<file path="src/rtl/block_map_ctrl.sv">
// Tile-map write sequencer: streams a full level from ROM into the tile array
// and arbitrates single-tile rewrites from game logic onto the same write bus.
module block_map_ctrl #(
    parameter int COLS        = 20,
    parameter int ROWS        = 15,
    parameter int ID_W        = 4,
    parameter int ADDR_W      = 12,
    parameter int ROM_LATENCY = 2,
    localparam int TILES      = COLS * ROWS,
    localparam int IDX_W      = $clog2(TILES),
    localparam int COL_W      = $clog2(COLS),
    localparam int ROW_W      = $clog2(ROWS)
) (
    input  logic              Clk,
    input  logic              Reset,
    input  logic              load_start,
    input  logic [ADDR_W-1:0] load_base,
    output logic [ADDR_W-1:0] rom_addr,
    input  logic [ID_W-1:0]   rom_data,
    input  logic              upd_req,
    input  logic [COL_W-1:0]  upd_col,
    input  logic [ROW_W-1:0]  upd_row,
    input  logic [ID_W-1:0]   upd_id,
    output logic              upd_ack,
    output logic              change_id,
    output logic [IDX_W-1:0]  tile_sel,
    output logic [ID_W-1:0]   new_block_id,
    output logic              busy,
    output logic              load_done
);

    localparam logic [IDX_W-1:0] LAST_IDX = IDX_W'(TILES - 1);
    localparam logic [COL_W:0]   COLS_L   = (COL_W + 1)'(COLS);
    localparam logic [ROW_W:0]   ROWS_L   = (ROW_W + 1)'(ROWS);

    typedef enum logic [1:0] {
        S_IDLE = 2'd0,
        S_LOAD = 2'd1,
        S_UPD  = 2'd2
    } state_t;

    state_t state, state_nxt;

    logic              start_load;
    logic              vld_p0;
    logic [IDX_W-1:0]  idx_p0;
    logic              vld_tail;
    logic [IDX_W-1:0]  idx_tail;
    logic              upd_in_range;
    logic [IDX_W-1:0]  upd_idx;
    logic              chg_d, ack_d, done_d, ldwr_d;
    logic [IDX_W-1:0]  sel_d;
    logic [ID_W-1:0]   id_d;
    logic              ld_wr;
    logic [ID_W-1:0]   id_q;

    function automatic logic [IDX_W-1:0] tile_index(input logic [ROW_W-1:0] row,
                                                     input logic [COL_W-1:0] col);
        return IDX_W'(row) * IDX_W'(COLS) + IDX_W'(col);
    endfunction

    assign start_load   = (state == S_IDLE) && load_start;
    assign upd_in_range = ({1'b0, upd_col} < COLS_L) && ({1'b0, upd_row} < ROWS_L);
    assign upd_idx      = tile_index(upd_row, upd_col);

    always_ff @(posedge Clk or negedge Reset) begin
        if (!Reset) state <= S_IDLE;
        else        state <= state_nxt;
    end

    // Requests are refused while upd_ack is high so a still-held request is not served twice.
    always_comb begin
        state_nxt = state;
        case (state)
            S_IDLE: begin
                if (load_start)                state_nxt = S_LOAD;
                else if (upd_req && !upd_ack)  state_nxt = S_UPD;
            end
            S_LOAD:  if (load_done) state_nxt = S_IDLE;
            S_UPD:   state_nxt = S_IDLE;
            default: state_nxt = S_IDLE;
        endcase
    end

    // Stage p0: ROM address issue, one tile per cycle
    always_ff @(posedge Clk or negedge Reset) begin
        if (!Reset) begin
            vld_p0   <= 1'b0;
            idx_p0   <= '0;
            rom_addr <= '0;
        end else if (start_load) begin
            vld_p0   <= 1'b1;
            idx_p0   <= '0;
            rom_addr <= load_base;
        end else if (vld_p0 && idx_p0 != LAST_IDX) begin
            idx_p0   <= idx_p0 + IDX_W'(1);
            rom_addr <= rom_addr + ADDR_W'(1);
        end else begin
            vld_p0   <= 1'b0;
        end
    end

    // Stages p1..: tile index rides alongside the ROM read until its data returns
    generate
        if (ROM_LATENCY == 1) begin : g_lat1
            assign vld_tail = vld_p0;
            assign idx_tail = idx_p0;
        end else begin : g_latn
            logic [ROM_LATENCY-2:0] vld_p;
            logic [IDX_W-1:0]       idx_p [ROM_LATENCY-1];

            always_ff @(posedge Clk or negedge Reset) begin
                if (!Reset) begin
                    vld_p <= '0;
                end else begin
                    vld_p[0] <= vld_p0;
                    for (int i = 1; i < ROM_LATENCY - 1; i++) vld_p[i] <= vld_p[i-1];
                end
            end

            always_ff @(posedge Clk) begin
                idx_p[0] <= idx_p0;
                for (int i = 1; i < ROM_LATENCY - 1; i++) idx_p[i] <= idx_p[i-1];
            end

            assign vld_tail = vld_p[ROM_LATENCY-2];
            assign idx_tail = idx_p[ROM_LATENCY-2];
        end
    endgenerate

    always_comb begin
        chg_d  = 1'b0;
        ack_d  = 1'b0;
        done_d = 1'b0;
        ldwr_d = 1'b0;
        sel_d  = tile_sel;
        id_d   = ld_wr ? rom_data : id_q;
        case (state)
            S_LOAD: begin
                if (vld_tail) begin
                    chg_d  = 1'b1;
                    ldwr_d = 1'b1;
                    sel_d  = idx_tail;
                    done_d = (idx_tail == LAST_IDX);
                end
            end
            S_UPD: begin
                ack_d = 1'b1;
                if (upd_in_range) begin
                    chg_d = 1'b1;
                    sel_d = upd_idx;
                    id_d  = upd_id;
                end
            end
            default: ;
        endcase
    end

    // Write-bus stage: registered strobes and index
    always_ff @(posedge Clk or negedge Reset) begin
        if (!Reset) begin
            change_id <= 1'b0;
            upd_ack   <= 1'b0;
            load_done <= 1'b0;
            busy      <= 1'b0;
            ld_wr     <= 1'b0;
            tile_sel  <= '0;
            id_q      <= '0;
        end else begin
            change_id <= chg_d;
            upd_ack   <= ack_d;
            load_done <= done_d;
            busy      <= (state_nxt == S_LOAD);
            ld_wr     <= ldwr_d;
            tile_sel  <= sel_d;
            id_q      <= id_d;
        end
    end

    // Load writes forward ROM data straight through; id_q keeps the last value otherwise.
    assign new_block_id = ld_wr ? rom_data : id_q;

endmodule

</file>
<file path="config.mk">
export PLATFORM = sky130hd
export DESIGN_NAME = block_map_ctrl
export DESIGN_NICKNAME = d
export VERILOG_FILES = /design/src/rtl/block_map_ctrl.sv
export SDC_FILE = /design/constraint.sdc
export NUM_CORES = 1
export LEC_CHECK = 0
export ABC_AREA = 1
export CAP_MARGIN = 20
export CORE_MARGIN = 2
export CORE_UTILIZATION = 55
export DETAILED_ROUTE_END_ITERATION = 8
export PLACE_DENSITY = 0.95
export SLEW_MARGIN = 20
export SYNTH_ARGS = -nofsm -noshare
export SYNTH_HDL_FRONTEND = slang
export SYNTH_SLANG_ARGS = --single-unit
</file>
<file path="constraint.sdc">
create_clock -name Clk -period 3.6 [get_ports Clk]
set_input_delay 0.54 -clock Clk [delete_from_list [all_inputs] [get_ports Clk]]
set_output_delay 0.54 -clock Clk [all_outputs]
set_load 0.005 [all_outputs]
</file>
### The clock network

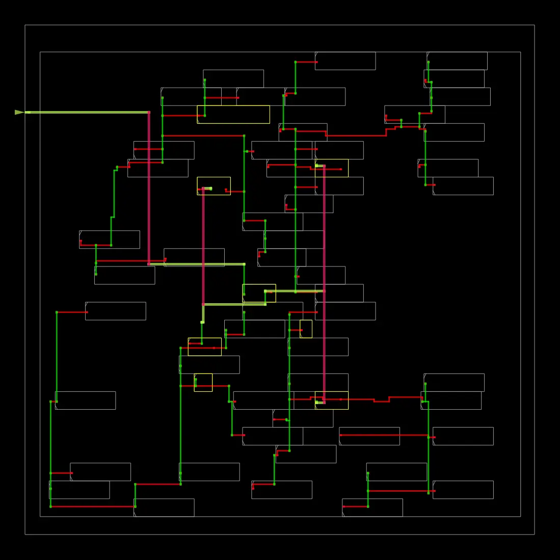
clock group power: 403 uW
Setup Skew: 0.00225 ns
Num CTS Buffers: 5

==> results.yml <==
# flow metrics
synth:
  largest_area_cell: "dfrtp_1"
  logic_family: "simple AND/OR/NAND/NOR gates"
  most_common_cell: "nand2_1"
  ys_top_cells_by_count: "nand2_1 (147), inv_1 (46), nand3_1 (44)"
  ys_cells: 395
  synthesis.area_mm2: 0.00298
  async_reset_ff_frac: 0.827
  synth.distinct_cells: 31
  simple_gate_area_frac: 0.351
  yosys_warnings: 0
  synthAdderAreaFrac: 0.0639
  syn_inst: 395
critical_path:
  rr_worst_depth: 8
  crit_family: "adder cells"
  crit_type: "input pin to flip-flop"
  path_max_fanout: 5
  crit_chain: "clkdlybuf4s50_1, ha_1, ha_1, fa_1, nand2_1, inv_1, nand3_1, nand3_1, nand3_1, nand2_1, nand2_1"
  r2r_slack_ns: 1.44
  cp-start-kind: "input pin"
  crit_start: "upd_row[3]"
  path_buffers: 2
  crit_path_max_incr_delay_ns: 0.55
global_route:
  grt_pass1_wl_um: 11600
  grt_pass1_vias: 2731
  use_met2: 0.430
  grt_max_degree: 44
  grt-ovfl-total: 0
  grtUsageTotal: 0.239
cells_and_area:
  layout-drive-gt1-share: 0.0680
  signal_buffer_area_fraction: 0.165
  dominant_cells: "multi-input combinational cells"
floorplan:
  nWellTaps: 70
  rows: 26
  dieWidth_um: 77.6
place:
  dpl_cell_area_mm2: 0.00361
  dp.cells: 518
timing:
  rsz0062_at_grt: "no"
  slew_violations: 0
  setup_ws_ns: 1.12
  worst_pin_slew_ns: 0.968
  post-route-min-period_ns: 2.48
  max_slew_margin: 0.355
detailed_routing:
  met1_length_um: 2710
  via_count: 2762
  highest_layer: "met4"
  drt_wl_total_um: 6820
outcome:
  status: "finished, final reports clean"
pwr:
  power.leakage_uw: 0.00188
  p_per_area_mw_per_mm2: 673
  p_int_uw: 1540
clocking:
  cts.sinks: 52
  cts_tree: "yes"
  cts_root_buffer: "clkbuf_8"
  clockBufferDepth: 2
  clkTransAtPathRegs_ns: 0.09
  clk_latency_ns: 0.31
### Where the registers sit

Bar = 20 um. Other sequential cells in the stronger grey, the rest of the logic in the fainter grey.
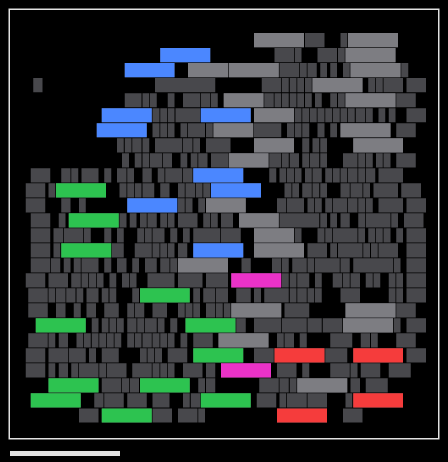
| colour | signal | flops |
|---|---|---|
| green | `rom_addr` | 12 |
| red | `id_q` | 4 |
| magenta | `state` | 2 |
| blue | `idx_p0` | 9 |
Reg area: 0.00126 mm^2
Seq area share: 0.337

Power figures rest on the tool's default switching activity, not on a simulated workload.
